<file path="src/rtl/alu_pkg.sv">
// Shared definitions for the sequential ALU/accumulator: opcode values and
// the two-state controller encoding.
package alu_pkg;

  localparam logic [2:0] OP_ADD  = 3'b000;
  localparam logic [2:0] OP_SUB  = 3'b001;
  localparam logic [2:0] OP_SEXT = 3'b010;
  localparam logic [2:0] OP_OR   = 3'b011;
  localparam logic [2:0] OP_AND  = 3'b100;
  localparam logic [2:0] OP_CAT  = 3'b101;
  localparam logic [2:0] OP_MUL  = 3'b110;
  localparam logic [2:0] OP_ACC  = 3'b111;

  localparam logic [0:0] ST_IDLE = 1'b0;
  localparam logic [0:0] ST_BUSY = 1'b1;

endpackage

</file>
<file path="src/rtl/seq_multiplier.sv">
// W-bit unsigned shift-add multiplier datapath: load captures the operands,
// each step retires one multiplier bit; product is the post-step value.
module seq_multiplier #(
  parameter int W  = 4,
  parameter int CW = $clog2(W + 1)
) (
  input  logic           clk,
  input  logic           rst_n,
  input  logic           load,
  input  logic           step,
  input  logic [W-1:0]   a,
  input  logic [W-1:0]   b,
  output logic [2*W-1:0] product,
  output logic           last
);

  logic [2*W-1:0] mcand;
  logic [W-1:0]   mplier;
  logic [2*W-1:0] prod;
  logic [CW-1:0]  cnt;

  // The product after this step; the caller latches it on the final step so
  // the result lands in the same edge that empties the counter.
  assign product = prod + (mplier[0] ? mcand : '0);
  assign last    = (cnt == CW'(1));

  // NOTE: sequential state uses non-blocking assignments so every register
  // samples pre-edge values, regardless of statement order.
  always_ff @(posedge clk or negedge rst_n) begin
    if (!rst_n) begin
      mcand  <= '0;
      mplier <= '0;
      prod   <= '0;
      cnt    <= '0;
    end else if (load) begin
      mcand  <= {{W{1'b0}}, a};
      mplier <= b;
      prod   <= '0;
      cnt    <= CW'(W);
    end else if (step) begin
      prod   <= product;
      mcand  <= mcand << 1;
      mplier <= mplier >> 1;
      cnt    <= cnt - CW'(1);
    end
  end

endmodule

</file>
<file path="src/rtl/seq_alu_accum.sv">
// Registered W-bit ALU with a 2W-bit result/accumulator register and a
// start/busy/done handshake; MUL runs W cycles on the shift-add datapath.
module seq_alu_accum
  import alu_pkg::*;
#(
  parameter int W  = 4,
  parameter int CW = $clog2(W + 1)
) (
  input  logic           Clock,
  input  logic           Reset_b,
  input  logic           start,
  input  logic [2:0]     Function,
  input  logic [W-1:0]   A,
  input  logic [W-1:0]   B,
  input  logic           use_acc,
  output logic [2*W-1:0] ALUout,
  output logic           busy,
  output logic           done
);

  localparam int RW = 2 * W;

  logic [0:0]    state;
  logic          accept;
  logic          is_mul;
  logic [W-1:0]  ae;
  logic [W:0]    sum_ext;
  logic [RW-1:0] alu_result;
  logic [RW-1:0] mul_product;
  logic          mul_last;

  assign accept  = (state == ST_IDLE) && start;
  assign is_mul  = (Function == OP_MUL);
  assign ae      = use_acc ? ALUout[W-1:0] : A;
  assign sum_ext = {1'b0, ae} + {1'b0, B};
  assign busy    = (state == ST_BUSY);

  // NOTE: alu_result is assigned a default before the case so no path
  // leaves it unassigned, which would infer a latch.
  always_comb begin
    alu_result = ALUout;
    case (Function)
      OP_ADD:  alu_result = RW'(sum_ext);
      OP_SUB:  alu_result = {{W{1'b0}}, ae} - {{W{1'b0}}, B};
      OP_SEXT: alu_result = {{W{B[W-1]}}, B};
      OP_OR:   alu_result = {{(RW-1){1'b0}}, |{ae, B}};
      OP_AND:  alu_result = {{(RW-1){1'b0}}, &{ae, B}};
      OP_CAT:  alu_result = {ae, B};
      OP_ACC:  alu_result = ALUout + RW'(sum_ext);
      default: alu_result = ALUout;
    endcase
  end

  seq_multiplier #(.W(W), .CW(CW)) u_mul (
    .clk     (Clock),
    .rst_n   (Reset_b),
    .load    (accept && is_mul),
    .step    (busy),
    .a       (ae),
    .b       (B),
    .product (mul_product),
    .last    (mul_last)
  );

  // Reset clears the result too, so an aborted multiply leaves nothing behind.
  always_ff @(posedge Clock or negedge Reset_b) begin
    if (!Reset_b) begin
      state  <= ST_IDLE;
      ALUout <= '0;
      done   <= 1'b0;
    end else begin
      done <= 1'b0;
      case (state)
        ST_IDLE: begin
          if (accept) begin
            if (is_mul) begin
              state <= ST_BUSY;
            end else begin
              ALUout <= alu_result;
              done   <= 1'b1;
            end
          end
        end
        default: begin
          if (mul_last) begin
            ALUout <= mul_product;
            done   <= 1'b1;
            state  <= ST_IDLE;
          end
        end
      endcase
    end
  end

endmodule
</file>
<file path="config.mk">
export PLATFORM = sky130hd
export DESIGN_NAME = seq_alu_accum
export DESIGN_NICKNAME = d
export VERILOG_FILES = /design/src/rtl/alu_pkg.sv /design/src/rtl/seq_multiplier.sv /design/src/rtl/seq_alu_accum.sv
export SDC_FILE = /design/constraint.sdc
export NUM_CORES = 1
export LEC_CHECK = 0
export CAP_MARGIN = 20
export CORE_MARGIN = 2
export CORE_UTILIZATION = 48
export CTS_CLUSTER_SIZE = 28
export DETAILED_ROUTE_END_ITERATION = 16
export GPL_TIMING_DRIVEN = 0
export HOLD_SLACK_MARGIN = 0.03
export PLACE_DENSITY = 0.69
export SLEW_MARGIN = 20
export SYNTH_ARGS = -nofsm -noshare
export SYNTH_HDL_FRONTEND = slang
export SYNTH_SLANG_ARGS = --single-unit
</file>
<file path="constraint.sdc">
create_clock -name Clock -period 6.9 [get_ports Clock]
set_input_delay 1.035 -clock Clock [delete_from_list [all_inputs] [get_ports Clock]]
set_output_delay 1.035 -clock Clock [all_outputs]
set_load 0.005 [all_outputs]
</file>
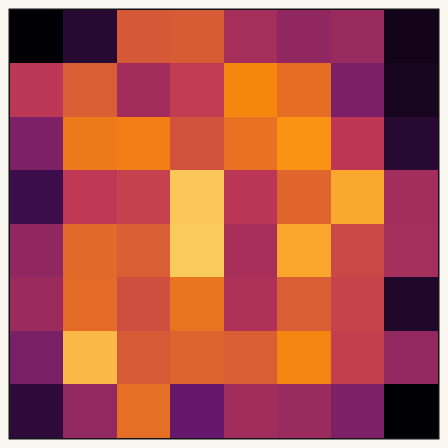
Run 1: cell area per tile
8 x 8 tiles, from black (low) to pale yellow (high), 0 to 100% covered.
The densest ninth of the die: center. The fullest tile reaches 88%. 9.4% of the tiles are over 75% full.

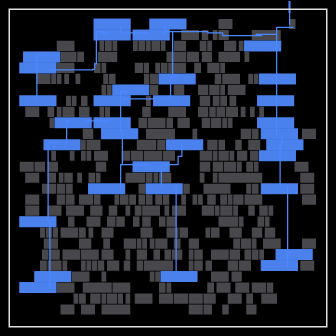
Run 1: nets reached from selected ports
Reset_b: in blue, bits 1, direction input, edge north, end cells 33, buffers 2, wire 297 µm.

==> changes_impl.md, run 1 <==
## Implementation

- Status: complete, no violations
- Tot Pwr: 1140 µW
- Crit share post-route: 0.623
- Largest registers: ALUout x8, u_mul.mcand x8, u_mul.prod x8
- Final setup margin: 2.60 ns
- Hold depth: 2
- Count of non-CTS inverters in the layout: 25
- Cells after synthesis: 312
- Final GP Congestion: 0.907
- GRT met2 Usage: 0.363
- WL met1: 3.18 mm
- CTS sink count: 33
- Syn Area/Cell: 8.49 µm²
- Top layer in use: met4
- R2R Path End: ALUout[7]
- Diode count: 0
- GR Overflow Total: 0
- Top-area cell share: 0.312
- Clk_buf instances: 5
- Setup crit end kind: flop
- WP data arrival: 4.53 ns
- Non-clock buffer count: 36
- WL met2: 3.01 mm
- Combinational Area: 1670 µm²
- Net switching power: 488 µW
- Synth Area in Compound Gates: 0.233
- Final Skew: 0.00612 ns
- Clk pwr share: 0.167
- Nets at Floorplan: 353
- Post-CTS Resized: 0
- Hold buffer count at cts: 0
- Highest-power group: combinational logic
- CP Capture Point: ALUout[7]
- Vias in the first global route: 2,345
- Yosys chip area: 2650 µm²
- VDD IR max: 0.000234 V
- Nets@finish: 383
- Global Route met1 Usage: 0.324
- Synth Flop Type: dfrtp_1
- Async SR Flop Fraction: 1.00
- Worst slack, placed: 2.28 ns
- Critical path's slowest cell: or4_1
- Worst r2r path cells: 15
- Max FO, Critical Path: 4
- I/O Buffers: 22
- Fp_density: 0.490
- Leakage: 0.00143 µW
- Area fraction in xor and xnor cells: 0.0331
- Dominant comb cell: AND-OR/OR-AND gates
- Buffer and inverter count on the worst path: 4
- Clk power: 190 µW
- Antenna violations before repair: 0
- Comb. pwr: 613 µW
- Largest cell class by area: combinational gates
- Hold Crit Start: u_mul.prod[4]
- Simple-Gate Area Share: 0.199
- Tool warning count: 31
- Post-DR vias/cell: 5.72
- Root Driver: clkbuf_8
- # Taps: 72
- CTS tree: built
- Max incr delay on CP: 0.41 ns
- Fin util: 0.571
- Combinational share of cell area: 0.541
- CP Depth: 17
- Crit-path cells: clkdlybuf4s50_1, nor2b_1, a21oi_1, inv_1, ha_1, inv_1, a21o_1, a21oi_1, xnor2_1, inv_1, ha_1, o21ai_0, o21bai_1, a21oi_1, or4_1, nand3b_1, a22o_1
- WHS Endpoint: u_mul.prod[4]
- MaxCap Viol Count: 0
- Yosys reg bits: 33
- Final setup viols: 0
- R2R Setup Slk: 3.39 ns
- Yosys Instances: 312
- Post-Synth Adder-Cell Area: 0.134
- DRT iter0 DRCs: 145
- Synth Seq Share: 0.312
- Die area: 6130 µm²
- TNS Setup: 0 ns
- Total Routing Usage GR: 0.235
- Comb gates: 241
- Internal power: 651 µW
- CTS clk-pin slew, worst paths: 0.07 ns
- Sw Ratio: 0.429
- MUX share of area: 0.0312
- Top cells excl fill/tap: nand2_1, dfrtp_1, inv_1, o21ai_0
- Dpl hpwl: 5.01 mm
- CP Launch Point: A[1]
- Cell area leaders: dfrtp_1, ha_1, nand2_1, o21ai_0, a21oi_1
- Die width: 78.3 µm
- Cell area after layout: 3090 µm²
- Layout cell share with drive strength beyond 1: 0.0816
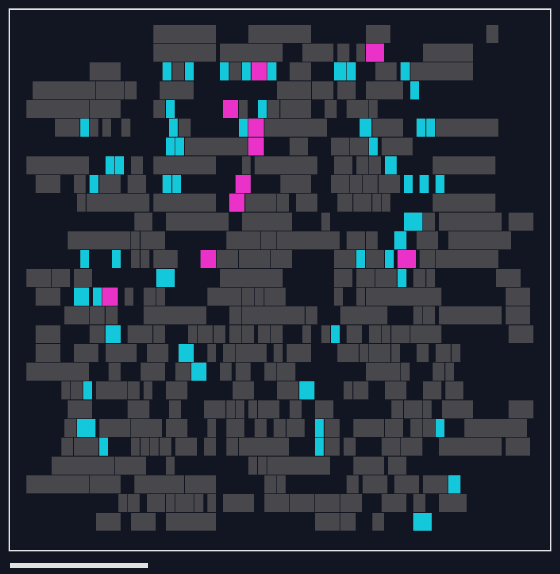
Run 1: gate-type map
The bar under the picture is 20 µm long.
NAND gates: in cyan, cells 52, most used nand2_1, where spread over the die. AND and OR gates: in magenta, cells 10, most used and2_1.

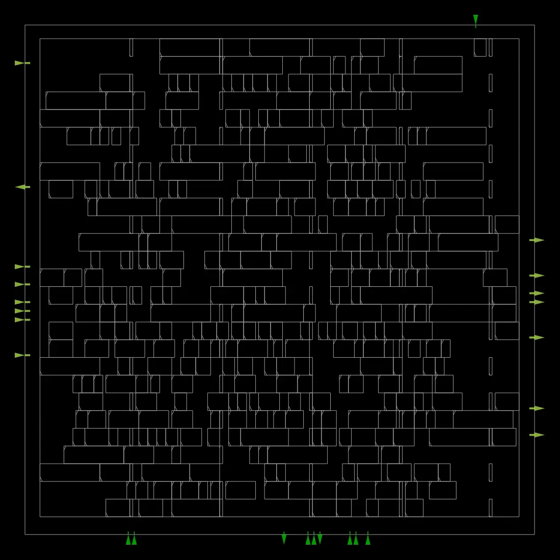
Run 1: cell placement
flop count: 33
site row count: 27
CORE AREA: 5410 µm²
sequential cell area share: 0.267

Run 1, M3 wires:
The bar under the picture is 20 µm long.
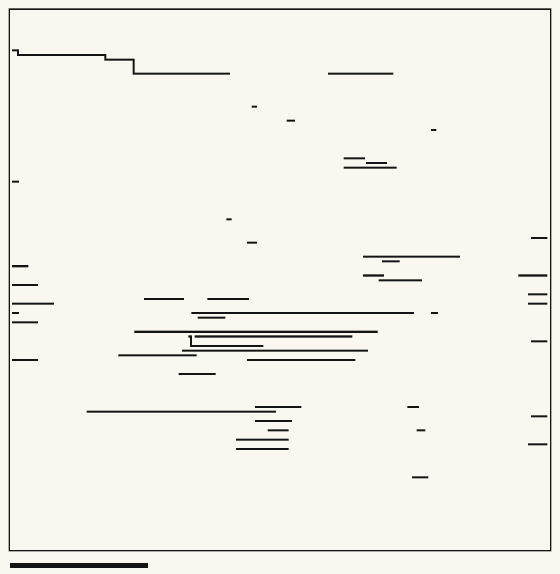

==> run 2: changes to the inputs <==
Settings changed: PLACE_DENSITY 0.69 to 0.71.
Clock period 6.9 ns to 3.4 ns, I/O delays scaled along.
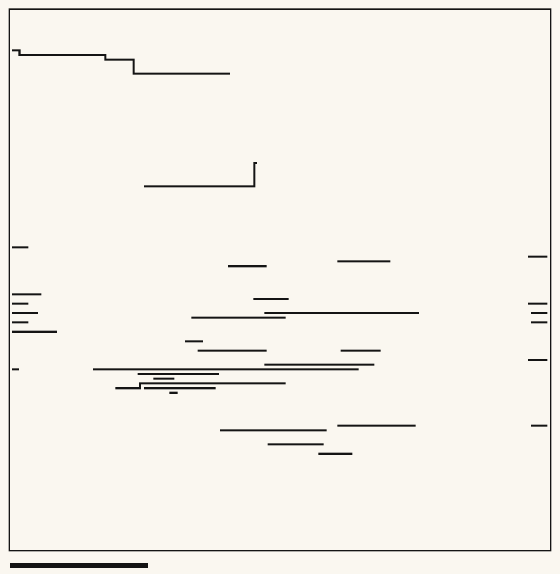
Run 2: M3 wires
The bar under the picture is 20 µm long.
The layer carries 302 µm of wire. The wires run mostly horizontal.

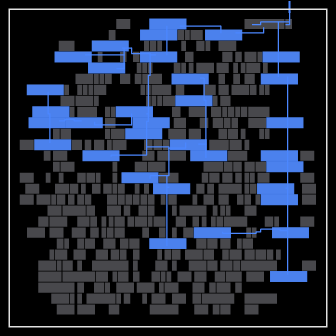
Run 2: nets reached from selected ports
Reset_b: in blue, bits 1, direction input, edge north, end cells 33, buffers 2, wire 281 µm.

==> run 2 against run 1 <==
Utilization grew 2.9 points; non-clock buffer count grew 7; global-route usage shrank 1.2 points; worst setup slack lost 2.5 ns; highest routed layer unchanged; sequential share of layout area shrank 1.3 points; worst hold slack lost 0.39 ns; clock skew grew 0.00050 ns.
==> changes_impl.md, run 2 <==
## Implementation

- Max FO, Critical Path: 4
- Die width: 78.3 µm
- Comb. pwr: 1370 µW
- Tool warning count: 31
- Yosys chip area: 2650 µm²
- Synth Area in Compound Gates: 0.233
- VDD IR max: 0.000362 V
- CP Launch Point: A[1]
- Highest-power group: combinational logic
- CP Depth: 17
- Top layer in use: met4
- Clk pwr share: 0.136
- Fin util: 0.600
- Worst slack, placed: -0.686 ns
- Combinational share of cell area: 0.548
- Post-DR vias/cell: 5.69
- I/O Buffers: 22
- CP Capture Point: ALUout[7]
- Sw Ratio: 0.429
- Count of non-CTS inverters in the layout: 25
- Clock network area share: 0.0312
- Nets@finish: 390
- Critical path's slowest cell: or4_1
- Final setup viols: 0
- CTS clk-pin slew, worst paths: 0.07 ns
- Async SR Flop Fraction: 1.00
- Largest registers: ALUout x8, u_mul.mcand x8, u_mul.prod x8
- Diode count: 0
- Top cells excl fill/tap: nand2_1, dfrtp_1, o21ai_0
- Clk_buf instances: 7
- WL met1: 3.19 mm
- Yosys Instances: 312
- CTS tree: built
- R2R Setup Slk: 0.36 ns
- Layout cell share with drive strength beyond 1: 0.146
- MUX share of area: 0.0312
- GRT met2 Usage: 0.354
- GR Overflow Total: 0
- TNS Setup: 0 ns
- Combinational Area: 1780 µm²
- Post-CTS Resized: 8
- # Taps: 72
- DRT iter0 DRCs: 144
- Clk power: 325 µW
- Synth Seq Share: 0.312
- CORE AREA: 5410 µm²
- MaxCap Viol Count: 0
- Cell area leaders: dfrtp_1, ha_1, nand2_1, o21ai_0, a21oi_1
- Max incr delay on CP: 0.40 ns
- Simple-Gate Area Share: 0.199
- Root Driver: clkbuf_8
- Dpl hpwl: 5.01 mm
- Non-clock buffer count: 43
- Internal power: 1370 µW
- R2R Path End: ALUout[6]
- Dominant comb cell: AND-OR/OR-AND gates
- Comb gates: 241
- WL met2: 3.22 mm
- Flop count: 33
- Final setup margin: 0.0928 ns
- Status: complete, no violations
- Nets at Floorplan: 353
- Post-Synth Adder-Cell Area: 0.134
- Setup crit end kind: flop
- Net switching power: 1030 µW
- Cells after synthesis: 312
- Site row count: 27
- Crit-path cells: clkdlybuf4s50_1, nor2b_1, a21oi_2, inv_2, buf_4, ha_1, a21o_1, a21oi_2, xnor2_2, inv_2, ha_4, o21ai_1, o21bai_1, a21oi_2, or4_1, nand3b_1, a22o_1
- Top-area cell share: 0.312
- Yosys reg bits: 33
- Tot Pwr: 2390 µW
- Buffer and inverter count on the worst path: 4
- Final GP Congestion: 0.949
- Leakage: 0.00149 µW
- Global Route met1 Usage: 0.322
- Largest cell class by area: combinational gates
- Fp_density: 0.490
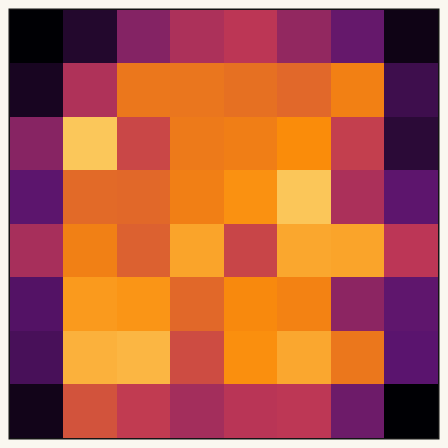
Run 2: cell area per tile
8 x 8 tiles, from black (low) to pale yellow (high), 0 to 100% covered.
The densest ninth of the die: center. 3.1% of the tiles are nearly empty. The fullest tile reaches 88%.

Power is estimated from default activity; no workload was simulated.
